File: src/rtl/fetch_pkg.sv
// Shared types for the instruction fetch unit: state encoding, buffered
// fetch entry and small address helpers.
package fetch_pkg;

  localparam int XLEN = 32;
  localparam logic [31:0] NOP_INSTR = 32'h0000_0013;

  typedef enum logic [1:0] {
    RUN   = 2'd0,
    HALT  = 2'd1,
    FAULT = 2'd2
  } fetch_state_t;

  typedef struct packed {
    logic [XLEN-1:0] pc;
    logic [XLEN-1:0] instr;
  } fetch_entry_t;

  function automatic logic is_misaligned(input logic [XLEN-1:0] addr);
    return (addr[1:0] != 2'b00);
  endfunction

endpackage

File: src/rtl/fetch_fifo.sv
// Fetch buffer: power-of-two synchronous FIFO of {pc, instr} entries whose
// head is held in dedicated registers so decode sees glitch-free outputs.
module fetch_fifo
  import fetch_pkg::*;
#(
  parameter int DEPTH = 2
) (
  input  logic                         clk,
  input  logic                         rst,
  input  logic                         push,
  input  fetch_entry_t                 push_entry,
  input  logic                         pop,
  input  logic                         flush,
  output logic [$clog2(DEPTH):0]       count,
  output logic                         head_valid,
  output fetch_entry_t                 head
);

  localparam int AW = $clog2(DEPTH);
  localparam int CW = AW + 1;

  fetch_entry_t   mem_r [DEPTH];
  logic [AW-1:0]  wr_ptr_r;
  logic [AW-1:0]  rd_ptr_r;
  logic [CW-1:0]  count_r;
  logic           head_valid_r;
  fetch_entry_t   head_r;

  logic           full_s;
  logic           pop_ok_s;
  logic           push_ok_s;
  logic [AW-1:0]  rd_next_s;
  logic [CW-1:0]  next_count_s;
  fetch_entry_t   next_head_s;

  assign full_s    = (count_r == CW'(DEPTH));
  assign pop_ok_s  = pop & (count_r != '0);
  assign push_ok_s = push & (~full_s | pop_ok_s);
  assign rd_next_s = rd_ptr_r + AW'(1);

  // Occupancy after this cycle's push/pop/flush.
  always_comb begin
    next_count_s = count_r;
    if (flush) begin
      next_count_s = '0;
    end else begin
      case ({push_ok_s, pop_ok_s})
        2'b10:   next_count_s = count_r + CW'(1);
        2'b01:   next_count_s = count_r - CW'(1);
        default: next_count_s = count_r;
      endcase
    end
  end

  // Next head: the entry behind the popped one, or a push landing in an empty slot.
  always_comb begin
    next_head_s = head_r;
    if (flush) begin
      next_head_s = head_r;
    end else if (pop_ok_s) begin
      if (count_r > CW'(1)) begin
        next_head_s = mem_r[rd_next_s];
      end else if (push_ok_s) begin
        next_head_s = push_entry;
      end else begin
        next_head_s = head_r;
      end
    end else if ((count_r == '0) && push_ok_s) begin
      next_head_s = push_entry;
    end else begin
      next_head_s = head_r;
    end
  end

  // Storage, pointers and registered head.
  always_ff @(posedge clk or posedge rst) begin
    if (rst) begin
      for (int i = 0; i < DEPTH; i++) begin
        mem_r[i] <= '0;
      end
      wr_ptr_r     <= '0;
      rd_ptr_r     <= '0;
      count_r      <= '0;
      head_valid_r <= 1'b0;
      head_r       <= '0;
    end else begin
      count_r      <= next_count_s;
      head_valid_r <= (next_count_s != '0);
      head_r       <= next_head_s;
      if (flush) begin
        wr_ptr_r <= '0;
        rd_ptr_r <= '0;
      end else begin
        if (push_ok_s) begin
          mem_r[wr_ptr_r] <= push_entry;
          wr_ptr_r        <= wr_ptr_r + AW'(1);
        end
        if (pop_ok_s) begin
          rd_ptr_r <= rd_next_s;
        end
      end
    end
  end

  assign count      = count_r;
  assign head_valid = head_valid_r;
  assign head       = head_r;

endmodule

File: src/rtl/instr_fetch.sv
// Instruction fetch unit: PC register, RUN/HALT/FAULT control, redirect and
// misaligned-target fault handling in front of the fetch buffer.
module instr_fetch #(
  parameter logic [31:0] RESET_PC   = 32'h0000_0000,
  parameter int          FIFO_DEPTH = 2,
  parameter int          XLEN       = 32
) (
  input  logic            clk,
  input  logic            rst,
  output logic [XLEN-1:0] imem_addr_o,
  output logic            imem_req_o,
  input  logic [XLEN-1:0] imem_instr_i,
  input  logic            redirect_valid_i,
  input  logic [XLEN-1:0] redirect_pc_i,
  input  logic            halt_i,
  output logic            instr_valid_o,
  output logic [XLEN-1:0] instr_o,
  output logic [XLEN-1:0] instr_pc_o,
  input  logic            instr_ready_i,
  output logic            fault_o,
  output logic [XLEN-1:0] fault_pc_o
);

  import fetch_pkg::*;

  localparam int CW = $clog2(FIFO_DEPTH) + 1;

  fetch_state_t    state_r;
  fetch_state_t    state_next_s;
  logic [XLEN-1:0] pc_r;
  logic            fault_r;
  logic [XLEN-1:0] fault_pc_r;

  logic            misaligned_s;
  logic            flush_s;
  logic            pop_s;
  logic            room_s;
  logic            fetch_s;
  logic [CW-1:0]   fifo_count_s;
  logic            head_valid_s;
  fetch_entry_t    head_s;
  fetch_entry_t    push_entry_s;

  assign misaligned_s = redirect_valid_i & is_misaligned(redirect_pc_i);
  // Once faulted, redirects are ignored entirely.
  assign flush_s      = redirect_valid_i & (state_r != FAULT);
  assign pop_s        = head_valid_s & instr_ready_i;
  assign room_s       = (fifo_count_s < CW'(FIFO_DEPTH)) | pop_s;
  assign fetch_s      = ~rst & (state_r == RUN) & ~halt_i & ~redirect_valid_i & room_s;

  assign push_entry_s.pc    = pc_r;
  assign push_entry_s.instr = imem_instr_i;

  // Control state transitions; a misaligned redirect outranks halt.
  always_comb begin
    state_next_s = state_r;
    case (state_r)
      RUN: begin
        if (misaligned_s) begin
          state_next_s = FAULT;
        end else if (halt_i) begin
          state_next_s = HALT;
        end else begin
          state_next_s = RUN;
        end
      end
      HALT: begin
        if (misaligned_s) begin
          state_next_s = FAULT;
        end else if (~halt_i) begin
          state_next_s = RUN;
        end else begin
          state_next_s = HALT;
        end
      end
      FAULT:   state_next_s = FAULT;
      default: state_next_s = FAULT;
    endcase
  end

  // State, PC and sticky fault registers.
  always_ff @(posedge clk or posedge rst) begin
    if (rst) begin
      state_r    <= RUN;
      pc_r       <= RESET_PC;
      fault_r    <= 1'b0;
      fault_pc_r <= '0;
    end else begin
      state_r <= state_next_s;
      if (flush_s && !misaligned_s) begin
        pc_r <= redirect_pc_i;
      end else if (fetch_s) begin
        pc_r <= pc_r + XLEN'(4);
      end
      if (flush_s && misaligned_s) begin
        fault_r    <= 1'b1;
        fault_pc_r <= redirect_pc_i;
      end
    end
  end

  fetch_fifo #(
    .DEPTH(FIFO_DEPTH)
  ) u_fifo (
    .clk        (clk),
    .rst        (rst),
    .push       (fetch_s),
    .push_entry (push_entry_s),
    .pop        (pop_s),
    .flush      (flush_s),
    .count      (fifo_count_s),
    .head_valid (head_valid_s),
    .head       (head_s)
  );

  assign imem_addr_o   = pc_r;
  assign imem_req_o    = fetch_s;
  assign instr_valid_o = head_valid_s;
  assign instr_o       = head_s.instr;
  assign instr_pc_o    = head_s.pc;
  assign fault_o       = fault_r;
  assign fault_pc_o    = fault_pc_r;

endmodule

File: config.mk
export PLATFORM = sky130hd
export DESIGN_NAME = instr_fetch
export DESIGN_NICKNAME = d
export VERILOG_FILES = /design/src/rtl/fetch_pkg.sv /design/src/rtl/fetch_fifo.sv /design/src/rtl/instr_fetch.sv
export SDC_FILE = /design/constraint.sdc
export NUM_CORES = 1
export LEC_CHECK = 0
export CORE_MARGIN = 3
export CORE_UTILIZATION = 30
export DETAILED_ROUTE_END_ITERATION = 10
export SLEW_MARGIN = 5
export SYNTH_ARGS = -nofsm -noshare
export SYNTH_HDL_FRONTEND = slang
export SYNTH_SLANG_ARGS = --single-unit
File: constraint.sdc
create_clock -name clk -period 21 [get_ports clk]
set_clock_uncertainty 0.2 [all_clocks]
set_input_delay 3.15 -clock clk [delete_from_list [all_inputs] [get_ports clk]]
set_output_delay 3.15 -clock clk [all_outputs]
set_load 0.01 [all_outputs]
Run 1, M2 wires:
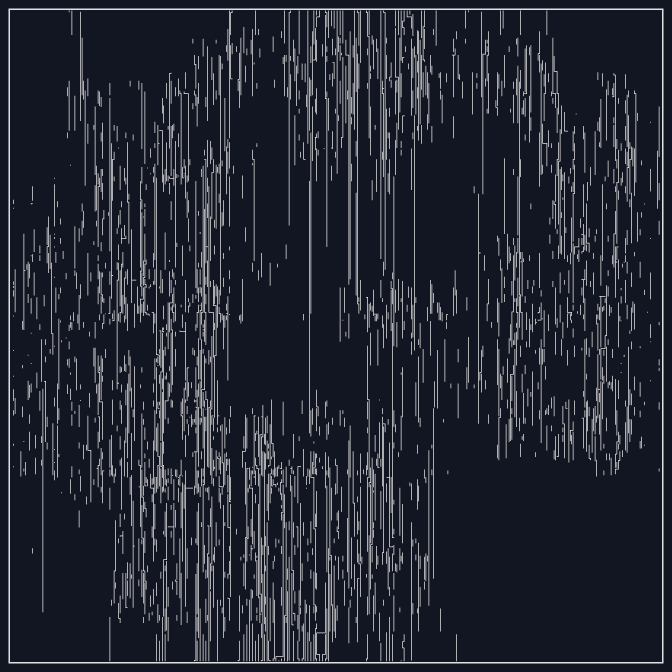
main direction = vertical
wire length on this layer = 14200 um
share of all routed wire = 46%
nets with wire on the layer = 1076
longest straight run = 81.1 um
Detailed Route WL: 31100 um
Via Count: 8247
grt met2 use: 23.8%

Run 1, gate families picked out:
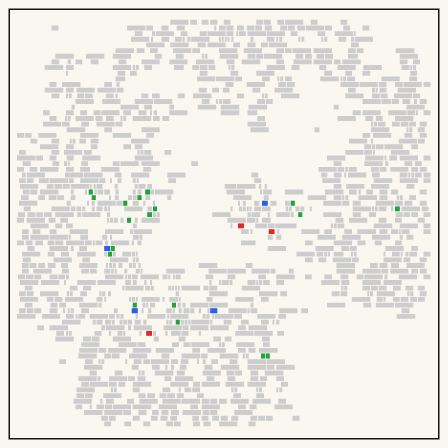
XOR/XNOR gates -> red  # cells 3, most used xor2_1
AND and OR gates -> green  # cells 18, most used and2_1
AND-OR and OR-AND gates -> blue  # cells 4
Comb/total area: 32.8%
most frequent logic cell in the layout: dfrtp_1
final non-filler cell total: 1690

==> qor.txt, run 1 <==
worst r2r dst = u_fifo.mem_r[121]
P_leak = 6.80 nW
clock slew at reported path FFs = 60 ps
Post-synth ARST share = 100%
GR Util met1 = 19.6%
initial DRC count = 418
status = finished, final reports clean
Hold Crit Endpoint = fault_pc_o[1]
# Post-CTS Setup Buffers = 0
mux frac, synth = 26.3%
YS warnings = 0
P_seq = 566 uW
Biggest register = u_fifo.mem_r
clock network power = 515 uW
CTS max path bufs = 3
met2 wire length = 14200 um
wl on met1 = 14300 um
CP max stage cell = clkdlybuf4s50_1
slew margin rel. = 25.7%
top cells by count = 264 x dfrtp_1, 203 x mux2_2, 86 x nor2_1
Max stage delay on crit path = 690 ps
Hold Path Cell Cnt = 2
RD Place Congestion = 0.738
worst path arrival time = 6160 ps
Final min period = 9510 ps
met3 WL = 1930 um
Comb pwr share = 10.4%
Critical Path Start Type = input port
Worst Reg-to-Reg Cells = 8
HPWL after DPL = 19500 um
clk_lat worst skew = 560 ps
Num CTS Buffers = 31
Clock buf/inv share = 6.35%
sequential share of power = 46.9%
largest net degree at the start of global routing = 123
Comb gates = 636
H-tree levels = 1
P_comb = 125 uW
crit path from = rst
total power = 1.21 mW
Log Warnings = 31
synthesized cell area = 0.0120 mm2
Hold Crit Start = fault_pc_o[1]
Register Area = 0.00661 mm2
Complex Gates by Area = 7.04%
Die Size = 0.0424 mm2
Run 1, wiring by layer:
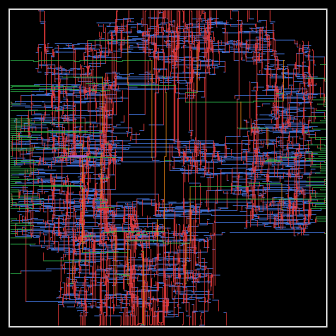
met1 -> blue  # wire length 14300 um
met5 -> purple  # wire length 11.0 um
met2 -> red  # wire length 14200 um
met3 -> green  # wire length 1930 um
met4 -> orange  # wire length 635 um
wire per inst: 18.4 um
gr usage total: 14.6%

Run 1, local utilization:
21 x 21 tiles, from white (low) to dark blue (high), 0 to 100% covered.
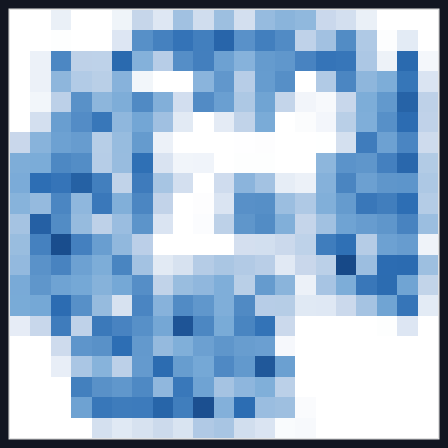
mean over tiles = 35%
tiles over 75% full = 4.8%
emptiest ninth of the die = south-east
nearly empty tiles = 22%
Core Region: 0.0390 mm2
Core Util at FP: 30.7%
Final Core Density: 39.4%

Run 1, routing congestion map:
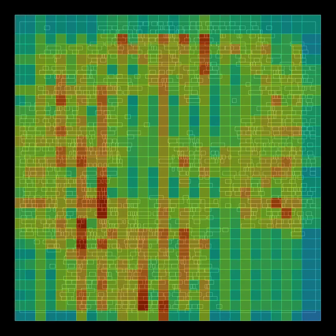

==> run 2: changes to the inputs <==
==> constraint.sdc (replaced) <==
create_clock -name clk -period 8.6 [get_ports clk]
set_clock_uncertainty 0.2 [all_clocks]
set_input_delay 1.29 -clock clk [delete_from_list [all_inputs] [get_ports clk]]
set_output_delay 1.29 -clock clk [all_outputs]
set_load 0.01 [all_outputs]
Run 2, routing congestion map:
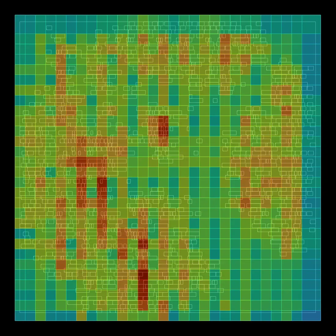
grt met2 use: 23.2%
GR Util met1: 19.4%

==> run 2 against run 1 <==
Sequential power rose by 140%. Critical endpoint unchanged. Sequential share of layout area fell by 0.22 points. Via count fell by 0.27%. Worst setup slack got worse by 7800 ps. Core utilization rose by 0.20 points. Die area did not move. First-iteration DRC count rose by 5.5%. Flip-flop count did not move. Critical path depth fell by 1. Combinational power rose by 140%. Worst hold slack got worse by 3.5 ps. Critical path type unchanged.
==> qor.txt, run 2 <==
status = finished, final reports clean
Core Region = 0.0390 mm2 (unchanged)
synthesized cell area = 0.0120 mm2 (unchanged)
Final min period = 4870 ps
gr usage total = 14.5% (-0.15 points)
Comb pwr share = 10.1% (-0.3 points)
Detailed Route WL = 30900 um (-0.53%)
CTS max path bufs = 3 (unchanged)
Complex Gates by Area = 7.04% (unchanged)
met2 wire length = 14100 um (-0.85%)
worst path arrival time = 3380 ps (-2780 ps)
Hold Crit Start = fault_o
P_comb = 305 uW (+140%)
RD Place Congestion = 0.750 (+1.5%)
mux frac, synth = 26.3% (unchanged)
clock network power = 1.33 mW (+160%)
P_seq = 1.38 mW (+140%)
Post-synth ARST share = 100% (unchanged)
Hold Crit Endpoint = fault_o
Comb/total area = 32.6% (-0.17 points)
H-tree levels = 1 (unchanged)
Worst Reg-to-Reg Cells = 8 (unchanged)
Register Area = 0.00661 mm2 (unchanged)
wire per inst = 18.2 um (-0.88%)
# Post-CTS Setup Buffers = 0 (unchanged)
worst r2r dst = u_fifo.mem_r[104]
Biggest register = u_fifo.mem_r
met3 WL = 2080 um (+7.4%)
P_leak = 6.85 nW (+0.71%)
clk_lat worst skew = 570 ps (about the same)
YS warnings = 0 (unchanged)
Num CTS Buffers = 31 (unchanged)
CP max stage cell = clkdlybuf4s50_1
HPWL after DPL = 19700 um (+0.87%)
crit path from = rst
Max stage delay on crit path = 580 ps (-110 ps)
Run 2, M2 wires:
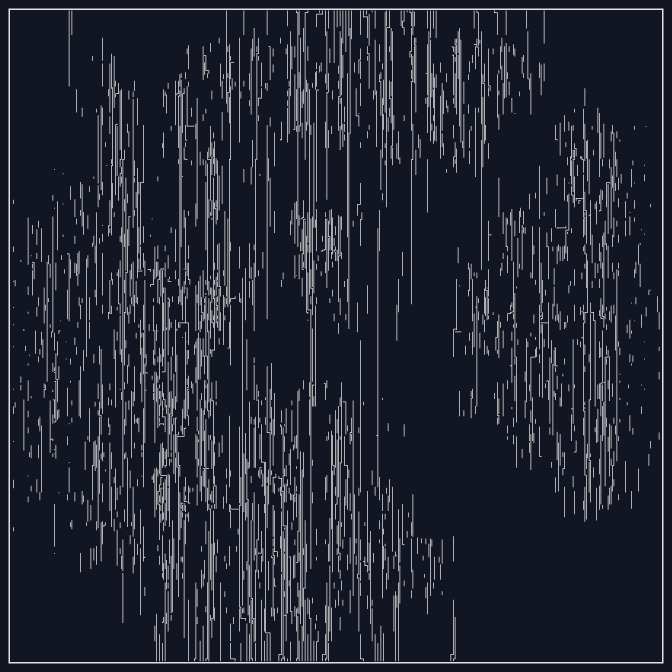

==> run 3: changes to the inputs <==
==> constraint.sdc (replaced) <==
create_clock -name clk -period 4.6 [get_ports clk]
set_clock_uncertainty 0.2 [all_clocks]
set_input_delay 0.69 -clock clk [delete_from_list [all_inputs] [get_ports clk]]
set_output_delay 0.69 -clock clk [all_outputs]
set_load 0.01 [all_outputs]
Run 3, M2 wires:
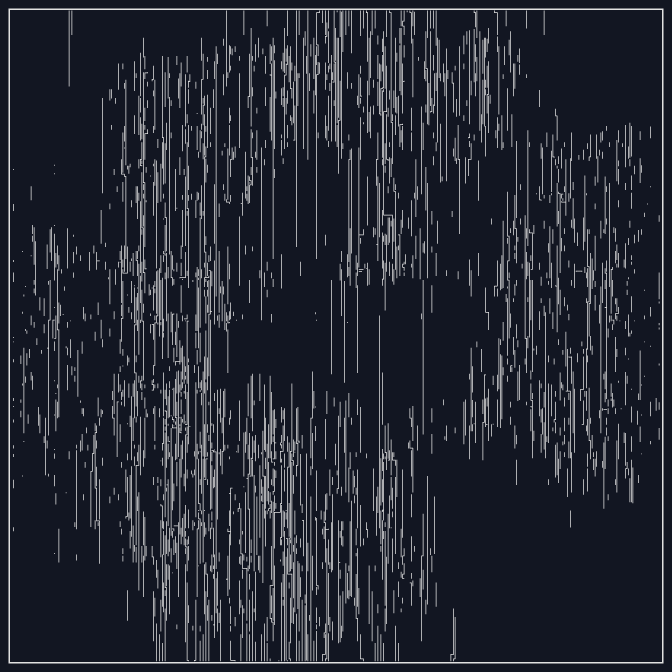
longest straight run = 78.9 um
main direction = vertical
share of all routed wire = 45%
grt met2 use: 23.0%
Detailed Route WL: 31200 um
Via Count: 8283

==> run 3 against run 2 <==
Via count is 0.71% higher. Routed wire length is 1.0% higher. Critical path depth did not move. Non-clock buffer count is 3 higher. Critical endpoint unchanged. Highest routed layer is now met4. Core utilization barely moved. Largest cell class unchanged. Worst hold slack improved by 7.7 ps. Global-route usage grew 0.065 points. Largest power group unchanged.
==> qor.txt, run 3 <==
status = finished, final reports clean
clock slew at reported path FFs = 60 ps
Core Region = 0.0390 mm2 (unchanged)
P_leak = 6.83 nW (-0.27%)
crit path from = rst
worst r2r dst = u_fifo.head[54]
Num CTS Buffers = 29 (-6.5%)
met2 wire length = 14100 um (+0.21%)
Comb pwr share = 10.5% (+0.4 points)
worst-margin pin slew = 1130 ps
Hold Path Cell Cnt = 1
Complex Gates by Area = 7.04% (unchanged)
Biggest register = u_fifo.mem_r
P_comb = 576 uW (+89%)
Post-synth ARST share = 100% (unchanged)
Comb/total area = 32.7% (about the same)
Worst Reg-to-Reg Cells = 5 (-3)
worst path arrival time = 2830 ps (-550 ps)
RD Place Congestion = 0.764 (+2.0%)
YS warnings = 0 (unchanged)
Hold Crit Start = fault_o
gr usage total = 14.6% (+0.065 points)
mux frac, synth = 26.3% (unchanged)
FP Rows = 72
Max stage delay on crit path = 610 ps (+30 ps)
clk_lat worst skew = 560 ps (about the same)
GR Util met1 = 20.4% (+0.93 points)
syn_area_per_cell = 12.3 um2
final non-filler cell total = 1691
wire per inst = 18.5 um (+1.3%)
clock network power = 2.31 mW (+74%)
# Post-CTS Setup Buffers = 0 (unchanged)
H-tree levels = 1 (unchanged)
CTS max path bufs = 3 (unchanged)
Final min period = 3720 ps
Hold Crit Endpoint = fault_o
P_seq = 2.59 mW (+88%)
Register Area = 0.00661 mm2 (unchanged)
HPWL after DPL = 20100 um (+2.0%)
Power figures rest on the tool's default switching activity, not on a simulated workload.
